==> images/floorplan.png <==
Scale bar: 50 um. Pins as bars on the die edge. Tap cells in grey.
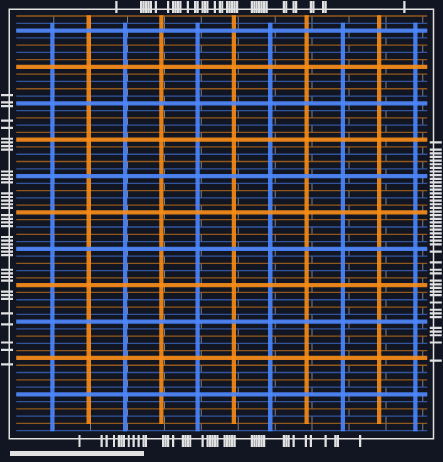
==> images/class_map.png <==
Scale bar: 50 um.
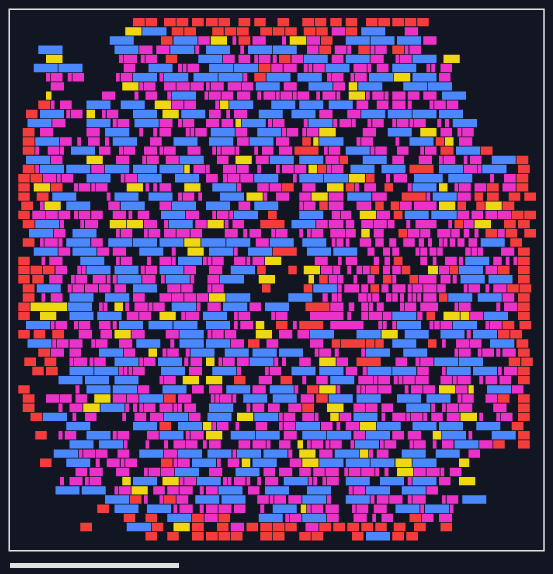
==> images/clock_wires.png <==
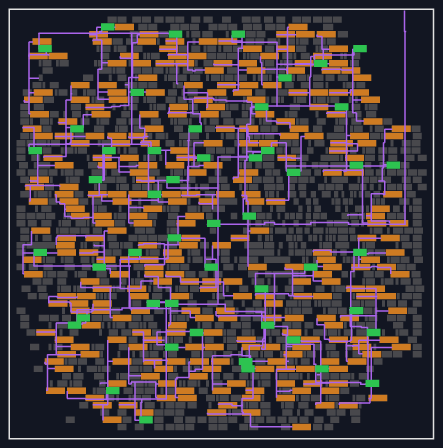
==> images/layers.png <==
Scale bar: 50 um. Two of the layers only.
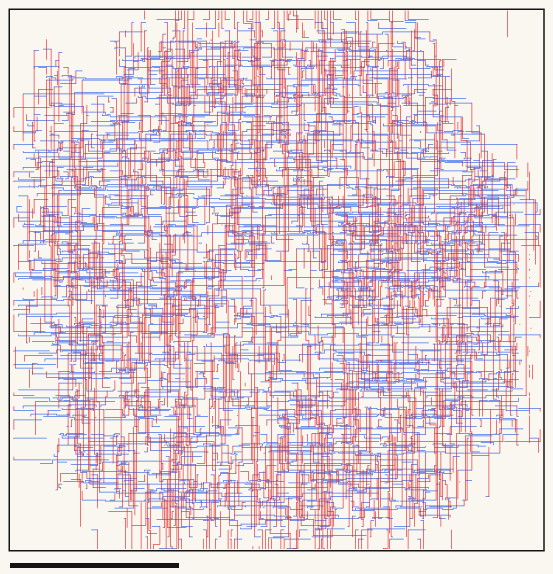
==> images/placed.png <==
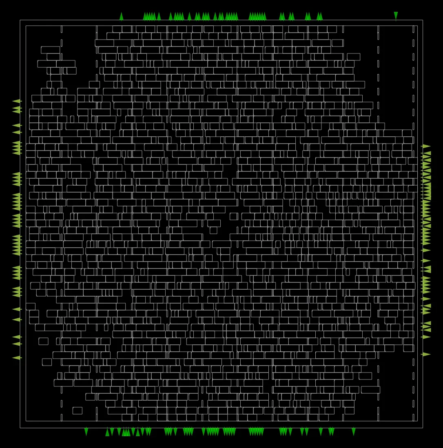
==> config.mk <==
export PLATFORM = sky130hd
export DESIGN_NAME = dc_download_pp
export DESIGN_NICKNAME = d
export VERILOG_FILES = /design/src/rtl/dc_dl_pkg.sv /design/src/rtl/dc_dl_slot.sv /design/src/rtl/dc_download_pp.sv
export SDC_FILE = /design/constraint.sdc
export NUM_CORES = 1
export LEC_CHECK = 0
export CAP_MARGIN = 20
export CORE_AREA = 2 2 156 158
export CTS_BUF_LIST = sky130_fd_sc_hd__clkbuf_4 sky130_fd_sc_hd__clkbuf_8
export CTS_CLUSTER_DIAMETER = 40
export DETAILED_ROUTE_END_ITERATION = 8
export DIE_AREA = 0 0 158 160
export PLACE_DENSITY = 0.8
export SLEW_MARGIN = 10
export SYNTH_ARGS = -nofsm -noshare
export SYNTH_HDL_FRONTEND = slang
export SYNTH_SLANG_ARGS = --single-unit
==> constraint.sdc <==
create_clock -name clk -period 2.94 [get_ports clk]
set_clock_uncertainty 0.15 [all_clocks]
set_input_delay 0.294 -clock clk [delete_from_list [all_inputs] [get_ports clk]]
set_output_delay 0.294 -clock clk [all_outputs]
set_load 0.01 [all_outputs]
==> impl_metrics.toml <==
# yosys + openroad results
[run_status]
status = "finished, final reports clean"

[timing]
finalHoldViolCount = 0
drv_slew = 0
worst_pin_slew_ns = 0.999
max_freq_mhz = 359
period_needed_ns = 2.78
tns_ns = 0
setup_ws_ns = 0.157
rsz0062_at_grt = "false"

[yosys]
top_area_frac = 0.462
synth-main-ff-cell = "dfxtp_1"
area_leaders = "dfxtp_1, mux2i_1, mux2_2, nor2_1, clkbuf_1"
syn_avg_cell_area_um2 = 10.3
synthesis.area_mm2 = 0.0130
synth_warnings = 0
async_reset_ff_frac = 0
floorplan.nets = 1286
ys_types = 43
synth_cells = 1262
synth-edff-count = 0
ys_area_mm2 = 0.0130
ys_seq_share = 0.462

[layout]
nClkBuffers = 77
largest_register_ffs = 288
nNonClkBuffers = 219
syn2layout_area_growth_pct = 24.2
num-multi-input-gates = 840
buffer_area_frac = 0.136
comb_share = 0.400
largest_class = "multi-input combinational cells"
flop_area_mm2 = 0.00603
layout_top_cell = "dfxtp_1"
fillers = 1872
n_all_inverters = 4
clockNetworkAreaShare = 0.0656
nets = 1440
lay_top_cells = "dfxtp_1, nor2_1, mux2i_1, clkdlybuf4s50_1, mux2_2"

[global_routing]
grt_pass1_wl_um = 51900
busiest_layer = "met2"
grt_pass1_vias = 9351
gr-total-overflow = 0
use_met3 = 0.0429
grt_max_degree = 66
met1_usage = 0.360
antenna_found_initial = 0
grtUsageMet2 = 0.414

[clock_tree]
cts_buffers = 50
cts_resized = 0
path_clk_slew_ns = 0.06
cts_tree = "done"
cts.path.max_buffers = 3
htreeDepth = 2
root_buffer = "clkbuf_8"

[floorplan]
io_pins = 175
chipArea_mm2 = 0.0253
rows = 57

[routing]
drtPass1Iterations = 5
met1_length_um = 15000
antenna_left = 0
via_per_inst = 5.44
wl_met2_um = 15700
wl_met3_um = 1790
dr.max_layer_used = "met4"

[job]
warning_count = 26
maxCapViolations = 0

[critical_path]
crit_path_start_kind = "register"
path_class = "register to primary output"
ff2ff_path_depth = 5
max_stage_delay_ns = 0.53
critPathMaxFanout = 16
cp.arrival_ns = 2.34
cpMaxStageDelayCell = "dfxtp_4"
worst_setup_path_end_kind = "primary output"
cp.required_ns = 2.50

[pwr]
powerDensity_mw_per_mm2 = 546
comb_cell_power_mw = 0.832
switching_share = 0.245
power_frac_comb = 0.094
maxPowerGroup = "registers"
seq_power_share = 0.474
switchingPower_mw = 2.17

[placed_design]
gp_congestion = 0.879
dpl.cell_count = 1687
portBuffers = 174
postPlaceCellArea_mm2 = 0.0151

[worst_hold_path]
hp-class = "primary input to register"
## Picture notes: floorplan.png
| colour | net |
|---|---|
| orange | VDD |
| blue | VSS |
rows: 57
met5 straps: 11
met4 straps: 11
signal pins: 175
Die Y: 160 um
Worst VDD drop: 0.618 mV
Chip Width: 158 um

## Picture notes: class_map.png
| colour | class | cells | share of their area |
|---|---|---|---|
| yellow | clock drivers and dummy loads | 90 | 6.7% |
| magenta | remaining logic cells | 844 | 41% |
| blue | sequential cells | 301 | 38% |
| red | remaining buffers and delay cells | 219 | 14% |
post-route cell area: 0.0162 mm2
core area: 0.0238 mm2
flop share of the area: 0.372

## Picture notes: clock_wires.png
[purple] clock wires | length: 3660 um
[orange] flip-flops | count: 301
[green] clock-net drivers | count: 50
routed clock nets: 51
P_clk: 3.83 mW
Late-Pin Clk Latency: 0.55 ns
Clk network pwr share: 0.432

## Picture notes: layers.png
| colour | layer | wire length |
|---|---|---|
| blue | M1 | 15000 um |
| red | M2 | 15700 um |
vias after detailed routing: 9674
DRT Wirelength: 33400 um
GRT Total Usage: 0.260
drt wl/cell: 18.8 um

## Picture notes: placed.png
tap cells: 324
final non-filler cell total: 1778
utilization after layout: 0.680
Flops: 301

## critical path: cells and delay by family (launching register included)
family | cells | cell delay, ns
buf+inv | 2 | 0.84
flops | 1 | 0.53
mux | 1 | 0.41
## Yosys cell counts (3+ instances only)
library cell  count
a21oi_1          12
a31oi_1           4
and3b_1           3
buf_1             9
buf_2            20
buf_4             7
buf_6             3
clkbuf_1         75
dfxtp_1         301
inv_1             4
mux2_2          152
mux2i_1         292
nand2_1          21
nand4_1           8
nor2_1          297
nor2b_1           5
nor3b_1           5
nor4bb_1          3
o211ai_2          6
## cell families after synthesis
logic type      count (synthesis)  synth area share
compound gates                 38            0.0257
mux                           444             0.355
fa+ha+maj                       2           0.00192
flops                         301             0.462
simple gates                  356             0.113
buf+inv                       121            0.0419
Power and IR drop assume default switching activity.
